Figure 1. Signal wires on met1 (run 1).
Scale: 4 px per um.
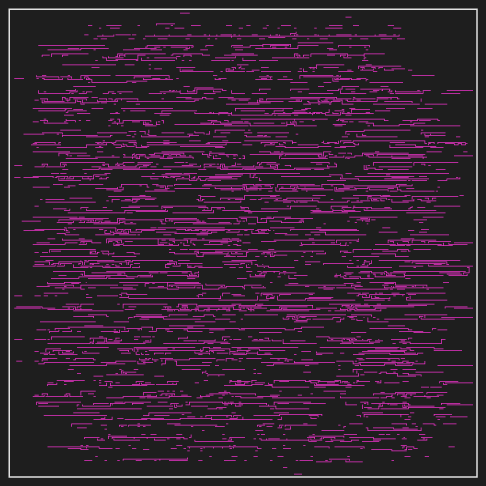
Figure 2. Routing congestion map (run 1).
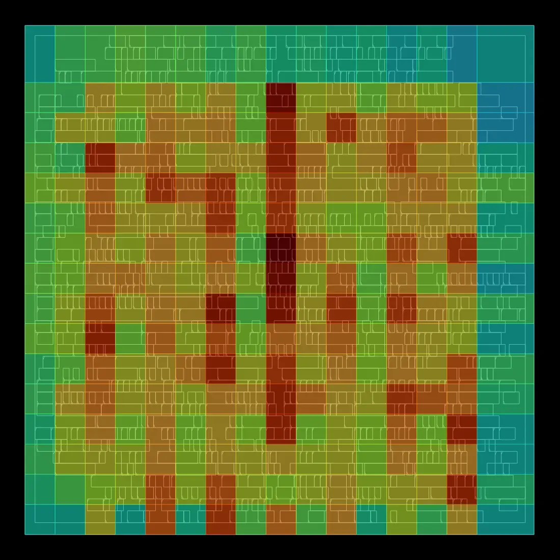
Figure 3. Sizing map (run 1).
Scale: 3 px per um.
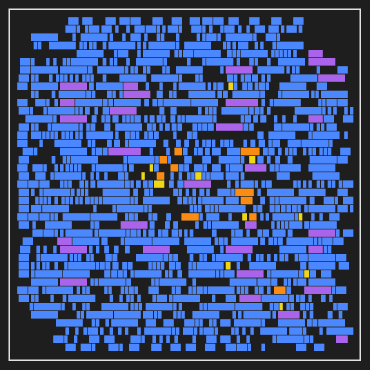
[src/rtl/conflict_scan.sv]
// Sequential piece/field collision checker: tests one mask cell per clock against the captured field.
// Latency 1+BLK*BLK cycles (or 2+k on early exit at cell k); start is ignored while busy and is never queued.
module conflict_scan #(
  parameter int FIELD_W    = 10,
  parameter int FIELD_H    = 10,
  parameter int BLK        = 3,
  parameter int POS_W      = 4,
  parameter int EARLY_EXIT = 1
) (
  input  logic                         clk,
  input  logic                         rst_n,
  input  logic                         start,
  input  logic [0:FIELD_W*FIELD_H-1]   field,
  input  logic [0:BLK*BLK-1]           block,
  input  logic [POS_W-1:0]             blockX,
  input  logic [POS_W-1:0]             blockY,
  output logic                         busy,
  output logic                         done,
  output logic                         conflict,
  output logic                         oob
);

  localparam int NCELL = BLK * BLK;
  localparam int NF    = FIELD_W * FIELD_H;
  localparam int KW    = (NCELL > 1) ? $clog2(NCELL) : 1;
  localparam int XW    = (BLK > 1) ? $clog2(BLK) : 1;
  localparam int IW    = (NF > 1) ? $clog2(NF) : 1;
  localparam int CW    = POS_W + 1;

  localparam logic [KW-1:0] K_LAST = KW'(NCELL - 1);
  localparam logic [XW-1:0] X_LAST = XW'(BLK - 1);
  localparam logic [CW-1:0] W_LIM  = CW'(FIELD_W);
  localparam logic [CW-1:0] H_LIM  = CW'(FIELD_H);

  typedef enum logic {S_IDLE, S_SCAN} state_t;

  state_t              r_state;
  state_t              w_state_nxt;

  logic [0:NF-1]       r_field;
  logic [0:NCELL-1]    r_block;
  logic [POS_W-1:0]    r_bx;
  logic [POS_W-1:0]    r_by;
  logic [KW-1:0]       r_k;
  logic [XW-1:0]       r_x;
  logic [XW-1:0]       r_y;
  logic                r_conflict;
  logic                r_oob;
  logic                r_done;

  logic [CW-1:0]       w_col;
  logic [CW-1:0]       w_row;
  logic                w_solid;
  logic                w_cell_oob;
  logic                w_in_bounds;
  logic [IW-1:0]       w_idx;
  logic                w_hit;
  logic                w_cell_conf;
  logic                w_last;
  logic                w_accept;
  logic                w_finish;

  // One extra bit on col/row so a mask hanging past the last position never wraps back in.
  assign w_col       = {1'b0, r_bx} + CW'(r_x);
  assign w_row       = {1'b0, r_by} + CW'(r_y);
  assign w_solid     = r_block[r_k];
  assign w_cell_oob  = w_solid && ((w_col >= W_LIM) || (w_row >= H_LIM));
  assign w_in_bounds = w_solid && (w_col < W_LIM) && (w_row < H_LIM);
  assign w_idx       = w_in_bounds ? (IW'(w_row) * IW'(FIELD_W) + IW'(w_col)) : '0;
  assign w_hit       = w_in_bounds && r_field[w_idx];
  assign w_cell_conf = w_cell_oob || w_hit;
  assign w_last      = (r_k == K_LAST);
  assign w_accept    = start && (r_state == S_IDLE);
  assign w_finish    = (r_state == S_SCAN) && (w_last || ((EARLY_EXIT != 0) && w_cell_conf));

  always_ff @(posedge clk or negedge rst_n) begin
    if (!rst_n) begin
      r_state <= S_IDLE;
    end else begin
      r_state <= w_state_nxt;
    end
  end

  always_comb begin
    w_state_nxt = r_state;
    case (r_state)
      S_IDLE:  if (start) w_state_nxt = S_SCAN;
      S_SCAN:  if (w_finish) w_state_nxt = S_IDLE;
      default: w_state_nxt = S_IDLE;
    endcase
  end

  always_ff @(posedge clk or negedge rst_n) begin
    if (!rst_n) begin
      r_field    <= '0;
      r_block    <= '0;
      r_bx       <= '0;
      r_by       <= '0;
      r_k        <= '0;
      r_x        <= '0;
      r_y        <= '0;
      r_conflict <= 1'b0;
      r_oob      <= 1'b0;
      r_done     <= 1'b0;
    end else begin
      r_done <= w_finish;
      if (w_accept) begin
        r_field    <= field;
        r_block    <= block;
        r_bx       <= blockX;
        r_by       <= blockY;
        r_k        <= '0;
        r_x        <= '0;
        r_y        <= '0;
        r_conflict <= 1'b0;
        r_oob      <= 1'b0;
      end else if (r_state == S_SCAN) begin
        if (w_cell_conf) r_conflict <= 1'b1;
        if (w_cell_oob)  r_oob      <= 1'b1;
        // x/y walk alongside k so no divider is needed for the mask coordinates.
        if (!w_last) begin
          r_k <= r_k + KW'(1);
          if (r_x == X_LAST) begin
            r_x <= '0;
            r_y <= r_y + XW'(1);
          end else begin
            r_x <= r_x + XW'(1);
          end
        end
      end
    end
  end

  assign busy     = (r_state == S_SCAN);
  assign done     = r_done;
  assign conflict = r_conflict;
  assign oob      = r_oob;

endmodule

[config.mk]
export PLATFORM = sky130hd
export DESIGN_NAME = conflict_scan
export DESIGN_NICKNAME = d
export VERILOG_FILES = /design/src/rtl/conflict_scan.sv
export SDC_FILE = /design/constraint.sdc
export NUM_CORES = 1
export LEC_CHECK = 0
export ABC_AREA = 1
export CAP_MARGIN = 15
export CORE_MARGIN = 2
export CORE_UTILIZATION = 53
export CTS_CLUSTER_DIAMETER = 200
export CTS_CLUSTER_SIZE = 30
export DETAILED_ROUTE_END_ITERATION = 7
export GPL_ROUTABILITY_DRIVEN = 0
export PLACE_DENSITY_LB_ADDON = 0.15
export SLEW_MARGIN = 40
export SYNTH_ARGS = -nofsm -noshare
export SYNTH_HDL_FRONTEND = slang
export SYNTH_SLANG_ARGS = --single-unit
[constraint.sdc]
create_clock -name clk -period 4.05 [get_ports clk]
set_input_delay 0.405 -clock clk [delete_from_list [all_inputs] [get_ports clk]]
set_output_delay 0.405 -clock clk [all_outputs]
set_load 0.02 [all_outputs]
==> out/metrics.cfg <==
[yosys]
synth.distinct_cells = 32
yosysWarnings = 0
edf_count = 0
area_leaders = dfrtp_1, nand2_1, nand3_1
avgSynthCellArea_um2 = 7.54
syn_area_um2 = 6710
netlist.area_leader.share_pct = 48.1
yosysChipArea_um2 = 6710
ys_cells = 890
largest_area_cell = dfrtp_1
ff_type = dfrtp_1
ys_ff = 129

[critical_path]
critPathBufInv = 1
cp_max_fo = 4
cp.required_ns = 4.34
cp-end-kind = flip-flop
r2r_slack_ns = 0.27
crit_slowest_cell = fa_1
cp.arrival_ns = 4.07
worstSetupPathType = reg2reg
worst_setup_path_start_kind = flip-flop
critical_path.cell_chain = ha_1 -> fa_1 -> or2_1 -> and2_1 -> ha_1 -> ha_1 -> a21oi_1 -> nand2_1 -> or2_2 -> nand2_1 -> inv_1 -> nor4_1 -> nand3_1 -> nand2_1 -> nand2_1 -> nand2_1 -> nand2_1 -> nand2_1 -> nor2_1
critPathMaxStageDelay_ns = 0.40
cp_common_cell = nand2_1
cp_top_family = simple AND/OR/NAND/NOR gates

[cts]
root_buffer = clkbuf_16
hold_buffers = 0
tritoncts = done
path_clk_slew_ns = 0.05
cts_buffer_depth = 2
post_cts_resized = 0
cts_inserted_buffers = 17

[timing]
hold_viol = 32
fin_tns_setup_ns = 0
post-route-period-util_pct = 93.3
fmax_mhz = 265
final_max_slew_viol_count = 0
rsz0062_at_grt = no
hold_slack_ns = -0.0363
clock_skew_ns = 0.00449
min_period_ns = 3.78
worstMarginPinSlew_ns = 0.842

[floorplanning]
core_util_floorplan_pct = 53.6
row_count = 41
dieWidth_um = 117
fp.dieArea_um2 = 13600

[route]
wire_per_inst_um = 14.3
ant_nets = 0
drt-initial-drc-count = 481
routed_wl_um = 16800
drc_errors = 0

[cells_and_area]
fill_cells = 1073
nets = 1130
diodes = 0

[placement]
place_area_um2 = 8010
place.port_buffers = 123
dp_slack_ns = 0.441
dp_hpwl_um = 11100

[hold_path]
min-delay-path-class = in2async

[job]
openroad.warnings = 29

[power]
seq_power_share_pct = 28.0
irDropWorstVdd_v = 0.000564
p_per_area_nw_per_um2 = 960
power.leakage_nw = 4.41
clockPowerShare_pct = 18.5
swShare_pct = 46.1
power_frac_comb_pct = 53.5
power.switching_w = 0.00381
p_int_w = 0.00445

[outcome]
status = complete, but fails checks
violations = negative hold slack

[grt]
grtUsageTotal_pct = 26.4
grt_pass1_vias = 5989
grt_pass1_wl_um = 28200
grt_max_degree = 116

-- Figure 1 (at the start) --
wire length on this layer: 7600 um
longest straight run: 63.5 um
GR met1 Demand/Resource: 36.6%
Via Count: 6174

-- Figure 2 (at the start) --
Final Util: 68.8%
gr busiest metal: met2
GR Layer Usage met2: 42.3%

-- Figure 3 (at the start) --
legend:
  drive 2:
    colour: yellow
    cells: 11
    share: 1.1%
  drive 6 and up:
    colour: purple
    cells: 30
    share: 3.0%
  drive 3 to 4:
    colour: orange
    cells: 10
    share: 1.0%
  drive 1 or less:
    colour: blue
    cells: 954
    share: 95%
Finished Cell Area: 8610 um2
Area growth syn-to-layout: 28.3%
final setup margin: 0.272 ns
bufs w/o clock: 131

## run 1: routing by layer
metal,vias to the layer above,wire length [um],GRT usage (%)
li1,3040,-,-
met1,2889,7600,36.6
met2,223,7940,42.3
met3,22,1030,5.76
met4,0,229,7.76
met5,-,0,0
## run 1: flip-flops by register name, indices dropped and copies added, names as in the netlist
signal	count
r_field	100
r_block	9
r_bx	4
r_by	4
r_k	4
r_x	2
r_y	2
busy	1
conflict	1
done	1
oob	1
## run 1: power groups by stage
stage	Combinational [W]	Clock, W	Sequential [W]
global route	0.00501	0.00159	0.00238
CTS	0.00440	0.00154	0.00231
detailed placement	0.00436	0	0.00231
global placement	0.00426	0	0.00231
floorplan	0.00343	0	0.00220
finish	0.00442	0.00153	0.00232
## run 1: cell usage in the layout (no fill, tap or decap), types with 6 or more instances in the layout
master / n
ha_1: 14
clkdlybuf4s50_1: 122
clkbuf_8: 6
nand4_1: 31
inv_1: 38
nand3_1: 111
nand2_1: 456
clkbuf_16: 17
nor2_1: 10
dfrtp_1: 129
o21ai_0: 12
## run 1: cells by family after synthesis
logic type	share of synthesized area (%)
AND/OR/NAND/NOR	39.6
XOR/XNOR	0.783
AND-OR/OR-AND	1.66
adder cells (fa/ha/maj)	3.80
flip-flops	48.1
buffers and inverters	6.11
## run 1: metrics by stage
| step | utilization [%] | std cells | total power (W) | hold WS, ns |
|---|---|---|---|---|
| after CTS | 68.8 | 1177 | 0.00824 | 0.101 |
| after floorplan | - | 890 | 0.00563 | 0.109 |
| after global placement | 64.0 | 1145 | 0.00657 | 0.462 |
| final | 68.8 | 1177 | 0.00826 | -0.0363 |
| after detailed placement | 64.0 | 1145 | 0.00666 | 0.465 |
| after global routing | 68.8 | 1177 | 0.00899 | 0.0165 |
## run 1: area by class of cell
class	instances	area [um2]	share of cell area, %
sequential	129	3230	37.5
multi-input combinational	669	3080	35.8
timing repair buffer	131	1320	15.3
clock buffer	28	527	6.12
tap	172	215	2.50
inverter	44	168	1.95
clock inverter	4	70.1	0.814
## run 1: worst reg2reg max path, stage by stage, from the launching register on
cell and delay [ns]:
dfrtp_1 0.38, ha_1 0.23, fa_1 0.40, or2_1 0.25
and2_1 0.17, ha_1 0.28, ha_1 0.32, a21oi_1 0.19
nand2_1 0.09, or2_2 0.27, nand2_1 0.15, inv_1 0.12
nor4_1 0.32, nand3_1 0.12, nand2_1 0.09, nand2_1 0.05
nand2_1 0.06, nand2_1 0.08, nand2_1 0.07, nor2_1 0.04
## run 1: path summary, 6_finish.rpt
kind,cells after the start,to,start
min in group clk,2,r_field[20],r_field[20]
worst min register to register,2,r_field[20],r_field[20]
max in group asynchronous,2,r_field[66],rst_n
worst max-delay path,19,busy,r_by[0]
worst max register to register,19,busy,r_by[0]
worst min-delay path,1,r_block[2],rst_n
Power is estimated from default activity; no workload was simulated.
